$ cat src/rtl/ocp_mem_arbiter.sv
// Round-robin arbiter that funnels NUM_REQ requesters onto one single-outstanding
// memory bridge, with per-transaction timeout and registered one-hot status pulses.
module ocp_mem_arbiter #(
  parameter int NUM_REQ    = 4,
  parameter int DATA_WIDTH = 32,
  parameter int ADDR_WIDTH = 5,
  parameter int TIMEOUT    = 64
) (
  input  logic                          clk,
  input  logic                          reset,
  input  logic                          enable,
  input  logic [NUM_REQ-1:0]            req_valid,
  input  logic [NUM_REQ-1:0]            req_type,
  input  logic [NUM_REQ*ADDR_WIDTH-1:0] req_addr,
  input  logic [NUM_REQ*DATA_WIDTH-1:0] req_wdata,
  output logic [NUM_REQ-1:0]            req_grant,
  output logic [NUM_REQ-1:0]            req_done,
  output logic [NUM_REQ-1:0]            req_error,
  output logic [DATA_WIDTH-1:0]         req_rdata,
  output logic                          mem_access_request,
  output logic                          mem_access_type,
  output logic [ADDR_WIDTH-1:0]         mem_address,
  output logic [DATA_WIDTH-1:0]         mem_write_data,
  input  logic [DATA_WIDTH-1:0]         mem_read_data,
  input  logic                          mem_access_complete,
  input  logic                          bridge_busy,
  output logic [$clog2(NUM_REQ)-1:0]    owner
);

  localparam int OW = $clog2(NUM_REQ);
  localparam int CW = $clog2(TIMEOUT);

  typedef enum logic [1:0] {
    S_IDLE  = 2'd0,
    S_ISSUE = 2'd1,
    S_WAIT  = 2'd2
  } state_t;

  state_t                  r_state;
  state_t                  w_state_nxt;
  logic [OW-1:0]           r_rr_ptr;
  logic [OW-1:0]           r_owner;
  logic [CW-1:0]           r_cnt;
  logic [NUM_REQ-1:0]      r_grant;
  logic [NUM_REQ-1:0]      r_done;
  logic [NUM_REQ-1:0]      r_error;
  logic [DATA_WIDTH-1:0]   r_rdata;
  logic                    r_mem_req;
  logic                    r_mem_type;
  logic [ADDR_WIDTH-1:0]   r_mem_addr;
  logic [DATA_WIDTH-1:0]   r_mem_wdata;

  logic [OW-1:0]           w_sel;
  logic [OW-1:0]           w_idx;
  logic                    w_found;
  logic                    w_start;
  logic                    w_timeout;
  logic [OW-1:0]           w_owner_inc;
  int                      w_tmp;

  // Scan upward from rr_ptr with wrap; the first set request wins.
  always_comb begin
    w_found = 1'b0;
    w_sel   = '0;
    w_idx   = '0;
    w_tmp   = 0;
    for (int i = 0; i < NUM_REQ; i++) begin
      w_tmp = int'(r_rr_ptr) + i;
      if (w_tmp >= NUM_REQ) begin
        w_tmp = w_tmp - NUM_REQ;
      end else begin
        w_tmp = w_tmp;
      end
      w_idx = OW'(w_tmp);
      if (!w_found && req_valid[w_idx]) begin
        w_found = 1'b1;
        w_sel   = w_idx;
      end else begin
        w_found = w_found;
      end
    end
  end

  assign w_start     = (r_state == S_IDLE) && w_found && !bridge_busy;
  assign w_timeout   = (r_cnt == CW'(TIMEOUT - 1));
  assign w_owner_inc = (r_owner == OW'(NUM_REQ - 1)) ? {OW{1'b0}} : (r_owner + OW'(1));

  always_comb begin
    w_state_nxt = r_state;
    case (r_state)
      S_IDLE: begin
        if (w_start) begin
          w_state_nxt = S_ISSUE;
        end else begin
          w_state_nxt = S_IDLE;
        end
      end
      S_ISSUE: w_state_nxt = S_WAIT;
      S_WAIT: begin
        if (mem_access_complete || w_timeout) begin
          w_state_nxt = S_IDLE;
        end else begin
          w_state_nxt = S_WAIT;
        end
      end
      default: w_state_nxt = S_IDLE;
    endcase
  end

  always_ff @(posedge clk) begin
    if (reset) begin
      r_state <= S_IDLE;
    end else if (enable) begin
      r_state <= w_state_nxt;
    end else begin
      r_state <= r_state;
    end
  end

  // Pulses are cleared while disabled so a stall never stretches one.
  always_ff @(posedge clk) begin
    if (reset) begin
      r_rr_ptr    <= '0;
      r_owner     <= '0;
      r_cnt       <= '0;
      r_grant     <= '0;
      r_done      <= '0;
      r_error     <= '0;
      r_rdata     <= '0;
      r_mem_req   <= 1'b0;
      r_mem_type  <= 1'b0;
      r_mem_addr  <= '0;
      r_mem_wdata <= '0;
    end else if (!enable) begin
      r_grant   <= '0;
      r_done    <= '0;
      r_error   <= '0;
      r_mem_req <= 1'b0;
    end else begin
      r_grant   <= '0;
      r_done    <= '0;
      r_error   <= '0;
      r_mem_req <= 1'b0;
      case (r_state)
        S_IDLE: begin
          if (w_start) begin
            r_grant     <= NUM_REQ'(1) << w_sel;
            r_owner     <= w_sel;
            r_mem_type  <= req_type[w_sel];
            r_mem_addr  <= req_addr[int'(w_sel)*ADDR_WIDTH +: ADDR_WIDTH];
            r_mem_wdata <= req_wdata[int'(w_sel)*DATA_WIDTH +: DATA_WIDTH];
          end
        end
        S_ISSUE: begin
          r_mem_req <= 1'b1;
          r_cnt     <= '0;
        end
        S_WAIT: begin
          if (mem_access_complete) begin
            r_done   <= NUM_REQ'(1) << r_owner;
            r_rr_ptr <= w_owner_inc;
            if (!r_mem_type) begin
              r_rdata <= mem_read_data;
            end
          end else if (w_timeout) begin
            r_error  <= NUM_REQ'(1) << r_owner;
            r_rr_ptr <= w_owner_inc;
          end else begin
            r_cnt <= r_cnt + CW'(1);
          end
        end
        default: begin
          r_cnt <= '0;
        end
      endcase
    end
  end

  assign req_grant          = r_grant;
  assign req_done           = r_done;
  assign req_error          = r_error;
  assign req_rdata          = r_rdata;
  assign mem_access_request = r_mem_req;
  assign mem_access_type    = r_mem_type;
  assign mem_address        = r_mem_addr;
  assign mem_write_data     = r_mem_wdata;
  assign owner              = r_owner;

endmodule
$ cat config.mk
export PLATFORM = sky130hd
export DESIGN_NAME = ocp_mem_arbiter
export DESIGN_NICKNAME = d
export VERILOG_FILES = /design/src/rtl/ocp_mem_arbiter.sv
export SDC_FILE = /design/constraint.sdc
export NUM_CORES = 1
export LEC_CHECK = 0
export CAP_MARGIN = 10
export CORE_MARGIN = 4
export CORE_UTILIZATION = 39
export CTS_BUF_LIST = sky130_fd_sc_hd__clkbuf_4
export DETAILED_ROUTE_END_ITERATION = 8
export PLACE_DENSITY = 0.83
export SLEW_MARGIN = 20
export SYNTH_ARGS = -nofsm -noshare
export SYNTH_HDL_FRONTEND = slang
export SYNTH_SLANG_ARGS = --single-unit
$ cat constraint.sdc
create_clock -name clk -period 2.2 [get_ports clk]
set_input_delay 0.33 -clock clk [delete_from_list [all_inputs] [get_ports clk]]
set_output_delay 0.33 -clock clk [all_outputs]
set_load 0.02 [all_outputs]
run_1/logic_types.png
Scale: 2 px per um.
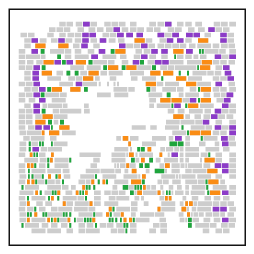
legend:
  orange:
    family: inverting AOI/OAI gates
    cells: 91
    where: widely spread
  purple:
    family: multiplexers
    cells: 77
    most_used: mux2i_1
  green:
    family: NAND gates
    cells: 121
    most_used: nand2_1
    where: widely spread

run_1/layer_met3.png
Scale: 4 px per um.
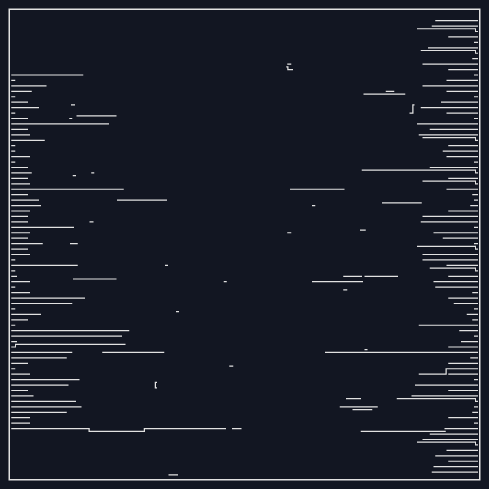
longest straight run: 37.9 um
share of all routed wire: 9.5%
main direction: horizontal

==> impl_metrics.tcl, run 1 <==
# metrics dict for downstream scripts
set metrics [dict create \
    synth-seq-cells 95 \
    startpoint_type "primary input" \
    cts_sinks 95 \
    warning_count 29 \
    synthXorXnorAreaFrac_pct 0.376 \
    grt_max_degree 39 \
    rsz0062_at_grt "no" \
    critPathArrivalTime_ps 2340 \
    power_mw 3.91 \
    r2r-end "mem_write_data[31]" \
    yosysTopAreaCellShare_pct 40.9 \
    yosysWarnings 0 \
    min_path_type "primary input to flip-flop" \
    outcome "finished, final reports clean" \
    largest_area_cell "dfxtp_1" \
    hpwlAfterDp_mm 12.5 \
    grt-ovfl-total 0 \
    fp_util_pct 40.2 \
    antenna_found_initial 0 \
    final_common_cell "clkdlybuf4s50_1" \
    clock-root-buffer "clkbuf_4" \
    syn_area_per_cell_um2 9.86 \
]
run_1/wires.png
Scale: 2 px per um.
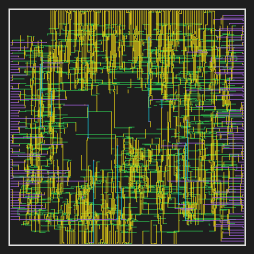
legend:
  cyan:
    layer: metal 4
    wire_length: 313 um
  green:
    layer: metal 1
    wire_length: 5510 um
  purple:
    layer: metal 3
    wire_length: 1460 um
  yellow:
    layer: metal 2
    wire_length: 8120 um

-- run 1: synthesized netlist by cell type, drive strengths merged (2+ instances only) --
| master | n |
|---|---|
| a211oi | 2 |
| a21oi | 38 |
| a22oi | 2 |
| a31oi | 3 |
| and2 | 8 |
| buf | 23 |
| clkbuf | 11 |
| dfxtp | 95 |
| ha | 5 |
| inv | 7 |
| mux2i | 77 |
| nand2 | 108 |
| nand2b | 7 |
| nand3 | 2 |
| nand4 | 2 |
| nor2 | 15 |
| nor2b | 2 |
| nor3 | 2 |
| nor3b | 2 |
| nor4 | 2 |
| o21ai | 4 |
| o221ai | 38 |
| or3 | 2 |
| xor2 | 2 |
-- run 1: where the power goes --
group          total, mW  switching, mW  internal [mW]
registers           1.82         0.0412           1.78
clock network       1.16          0.578          0.578
logic              0.935          0.371          0.564
-- run 1: sequential cells by signal, summed over array words and instances, names as in the netlist --
| signal | count |
|---|---|
| req_rdata | 32 |
| mem_access_request | 1 |
| r_state | 2 |
| req_error | 4 |
| mem_write_data | 32 |
| mem_access_type | 1 |
| r_rr_ptr | 2 |
| mem_address | 5 |
| req_done | 4 |
| req_grant | 4 |
| owner | 2 |
| r_cnt | 6 |
-- run 1: how the worst max path moves through the flow --
stage	start	endpoint	slack, ps	cells past startpoint
finish	req_valid[0]	mem_write_data[21]	170	8
global route	req_valid[0]	mem_write_data[21]	140	8
CTS	req_valid[1]	mem_write_data[0]	100	6
detailed placement	req_valid[1]	mem_write_data[12]	-370	6
global placement	req_valid[1]	mem_write_data[12]	-290	6
floorplan	enable	mem_access_type	420	9
-- run 1: worst min-delay path, cell delays in order --
cell             delay (ps)
clkdlybuf4s50_1         390
nand2_1                  50
a21oi_1                  50
-- run 1: routing by layer --
metal  GRT usage (%)  part of all wire [%]
met5               0                     0
met4            6.80                   2.0
met3            7.35                   9.5
met2            38.2                    53
met1            22.2                    36
-- run 1: kinds of logic after synthesis --
group	count (synthesis)
fa+ha+maj	5
xor+xnor	2
simple gates	159
mux	77
flops	95
compound gates	93
buf+inv	41
-- run 1: cell type report --
class,count,area (um2)
Clock inverter,7,119
Multi-Input combinational cell,336,2530
Tap cell,143,179
Clock buffer,9,67.6
Timing Repair Buffer,309,3090
Fill cell,906,3650
Inverter,7,26.3
Sequential cell,95,1900
--- run 2 (diff from run 1) ---
Settings changed: SETUP_SLACK_MARGIN set to 0.02.
==> run 2 against run 1 <==
Effect of this change:
- global-route usage stayed put
- flip-flop count stayed put
- clock power hardly changed
- utilization stayed put
- non-clock buffer count stayed put
- largest power group unchanged
==> impl_metrics.tcl, run 2 <==
# metrics dict for downstream scripts
set metrics [dict create \
    register_area_um2 1900 \
    antenna_found_initial 0 \
    fp_util_pct 40.2 \
    power_mw 3.91 \
    r2r-end "mem_write_data[31]" \
    r2r_slack_ps 280 \
    largest_area_cell "dfxtp_1" \
    min_path_type "primary input to flip-flop" \
    drt_iter0_drc 154 \
    grt-ovfl-total 0 \
    synthXorXnorAreaFrac_pct 0.376 \
    grt_max_degree 39 \
    final_cells 906 \
    clock-root-buffer "clkbuf_4" \
    yosysMostFrequentCell "dfxtp_1" \
    drive_gt1_share_pct 14.8 \
    syn_area_per_cell_um2 9.86 \
    yosysTopAreaCellShare_pct 40.9 \
    yosysWarnings 0 \
    cts_resized 0 \
    synth-main-ff-cell "dfxtp_1" \
    outcome "finished, final reports clean" \
    cp-startpoint "req_valid[0]" \
    startpoint_type "primary input" \
    critPathArrivalTime_ps 2340 \
    warning_count 29 \
    htree_levels 3 \
    fillers 906 \
    final_common_cell "clkdlybuf4s50_1" \
    synth-seq-cells 95 \
    comb_area_um2 2530 \
]
-- run 2: cell counts in the layout (fill, tap and decap cells not counted) --
Identical to the previous run, type by type.
-- run 2: area by class of cell --
class / count / area share, %
Timing Repair Buffer: 309 / 39.0
Clock inverter: 7 / 1.50
Multi-Input combinational cell: 336 / 32.0
Tap cell: 143 / 2.26
Inverter: 7 / 0.332
Clock buffer: 9 / 0.854
Sequential cell: 95 / 24.0
-- run 2: kinds of logic after synthesis --
group           after synthesis
flops                        95
fa+ha+maj                     5
xor+xnor                      2
simple gates                159
buf+inv                      41
compound gates               93
mux                          77
-- run 2: worst max path at each step --
| stage | endpoint | slack (ps) | depth (start not counted) |
|---|---|---|---|
| global route | mem_write_data[21] | 140 | 8 |
| global placement | mem_write_data[12] | -290 | 6 |
| finish | mem_write_data[21] | 170 | 8 |
| CTS | mem_write_data[0] | 100 | 6 |
| detailed placement | mem_write_data[12] | -370 | 6 |
| floorplan | mem_access_type | 420 | 9 |
-- run 2: worst max-delay path: cells and delay by family --
family | cells | cell delay (ps)
AND-OR/OR-AND | 4 | 810
buffers and inverters | 3 | 860
multiplexers | 1 | 330
-- run 2: power breakdown --
group | internal (mW) | switching (mW) | leakage, nW | total, mW
clock | 0.578 | 0.578 | 0.0942 | 1.16
combinational | 0.564 | 0.371 | 1.95 | 0.935
sequential | 1.78 | 0.0412 | 0.770 | 1.82
-- run 2: per-layer routing --
| metal | share of wire [%] | wire, um | track usage [%] |
|---|---|---|---|
| met1 | 36 | 5510 | 22.2 |
| met5 | 0 | 0 | 0 |
| met3 | 9.5 | 1460 | 7.35 |
| met4 | 2.0 | 312 | 6.80 |
| met2 | 53 | 8120 | 38.2 |
run_2/logic_types.png
Scale: 2 px per um.
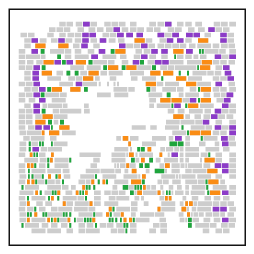
legend:
  green:
    family: NAND gates
    cells: 121
    most_used: nand2_1
    where: widely spread
  orange:
    family: inverting AOI/OAI gates
    cells: 91
    where: widely spread
  purple:
    family: multiplexers
    cells: 77
    most_used: mux2i_1

run_2/clocks.png
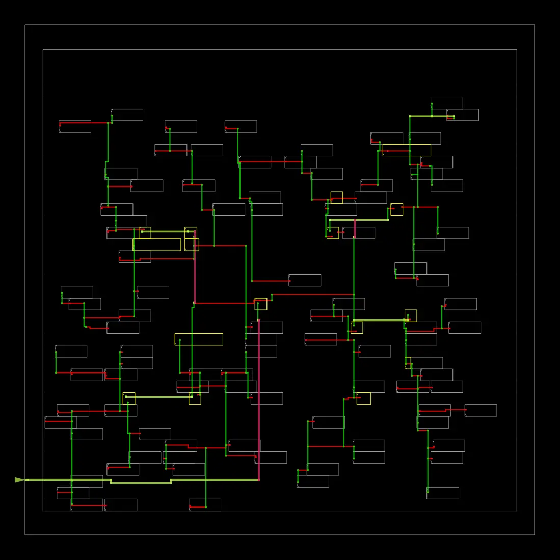
worst clock skew: 8.77 ps
Clk Latency, worst-skew pair: 420 ps
CTS Sinks: 95
num sequential: 95
clk_buf instances: 9

--- run 3 (diff from run 2) ---
Settings changed: GPL_ROUTABILITY_DRIVEN set to 0.
==> run 3 against run 2 <==
Effect of this change:
- final area unchanged
- clock-buffer cell count unchanged
- critical path type unchanged
- register-to-register slack about the same
- utilization unchanged
- wire length unchanged
- highest routed layer unchanged
- largest cell class unchanged
- critical path depth unchanged
==> impl_metrics.tcl, run 3 <==
# metrics dict for downstream scripts
set metrics [dict create \
    min_path_type "primary input to flip-flop" \
    comb_power_share_pct 23.9 \
    drt_iter0_drc 154 \
    register_area_um2 1900 \
    warning_count 29 \
    cts_resized 0 \
    synthTopCellsByArea "dfxtp_1 41%, mux2i_1 17%, o221ai_2 12%" \
    skew_ps 8.77 \
    grt_max_degree 39 \
    topRoutingLayerUsed "met4" \
    power_mw 3.91 \
    yosysTopAreaCellShare_pct 40.9 \
    htree_levels 3 \
    p_seq_share_pct 46.5 \
    ys_seq_share_pct 40.9 \
    yosysWarnings 0 \
    clock.latency.late_pin_ps 420 \
    intPower_mw 2.92 \
    cts_buffers 9 \
    synthXorXnorAreaFrac_pct 0.376 \
    cp-startpoint "req_valid[0]" \
    comb_area_um2 2530 \
    yosysMostFrequentCell "dfxtp_1" \
    startpoint_type "primary input" \
    wl_met1_mm 5.51 \
    routed_wl_mm 15.4 \
    synth-seq-cells 95 \
    drive_gt1_share_pct 14.8 \
    syn_area_per_cell_um2 9.86 \
    outcome "finished, final reports clean" \
    sw_frac_of_total_pct 25.3 \
    grt-ovfl-total 0 \
    dr_wl_met2_mm 8.12 \
    clock-root-buffer "clkbuf_4" \
    critPathArrivalTime_ps 2340 \
    dr_wl_met3_mm 1.46 \
    cts_sinks 95 \
    largest_area_cell "dfxtp_1" \
]
run 3: cell counts in the layout (fill, tap and decap cells not counted):
No cell type changed its count.
run 3: power groups by stage:
stage | logic (mW) | clock network (mW) | registers [mW]
3_3_place_gp | 0.916 | 0 | 1.86
2_1_floorplan | 0.314 | 0 | 1.92
6_report | 0.935 | 1.16 | 1.82
4_1_cts | 0.937 | 1.20 | 1.82
3_5_place_dp | 0.934 | 0 | 1.86
5_1_grt | 0.991 | 1.28 | 1.83
run 3: kinds of logic after synthesis:
family / count (synthesis)
buf+inv: 41
simple gates: 159
fa+ha+maj: 5
flops: 95
mux: 77
compound gates: 93
xor+xnor: 2
run 3: path summary, 6_finish.rpt:
path	end	slack [ps]
setup reg to reg	mem_write_data[31]	280
hold / removal	req_rdata[25]	430
setup / recovery	mem_write_data[21]	170
hold reg to reg	req_rdata[31]	470
run 3: area by class of cell:
class / count / share of cell area, %
inverter: 7 / 0.332
tap: 143 / 2.26
timing repair buffer: 309 / 39.0
multi-input combinational: 336 / 32.0
clock buffer: 9 / 0.854
sequential: 95 / 24.0
clock inverter: 7 / 1.50
run 3: metrics by stage:
step	TNS [ps]	std cells
finish	0	906
global route	0	906
CTS	0	905
detailed placement	-12620	889
global placement	-9810	889
floorplan	0	472
run 3: critical path: stages:
cell and delay [ps]:
clkdlybuf4s50_1 450, buf_4 160, a21o_1 170, a21oi_1 190, o22a_4 310, buf_12 250
mux2i_1 330, o221ai_2 140
run 3: routing by layer:
metal	track usage (%)	up-vias
met5	0	-
met4	6.80	0
met3	7.35	25
met2	38.2	203
li1	-	2249
met1	22.2	2121
run_3/clk_routes.png
Scale: 4 px per um.
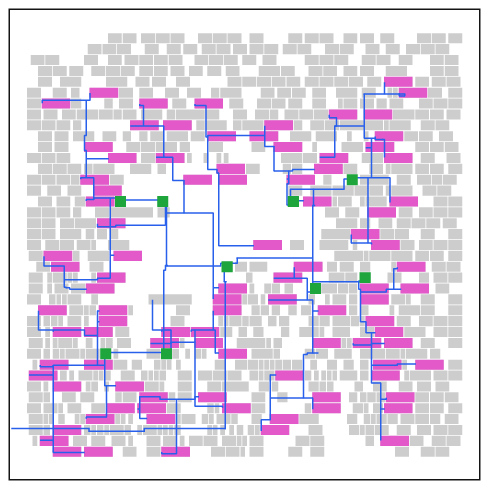
legend:
  blue:
    item: clock wires
    length: 1090 um
  green:
    item: clock drivers
    count: 9
  magenta:
    item: flip-flops
    count: 95
flops lie: widely spread
routed clock nets: 10

run_3/logic_types.png
Scale: 2 px per um.
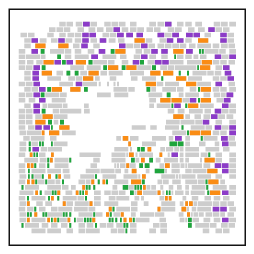
Commonest Layout Cell: clkdlybuf4s50_1
logic share of the area: 32.0%
non-filler cells, final: 906

Power and IR drop assume default switching activity.
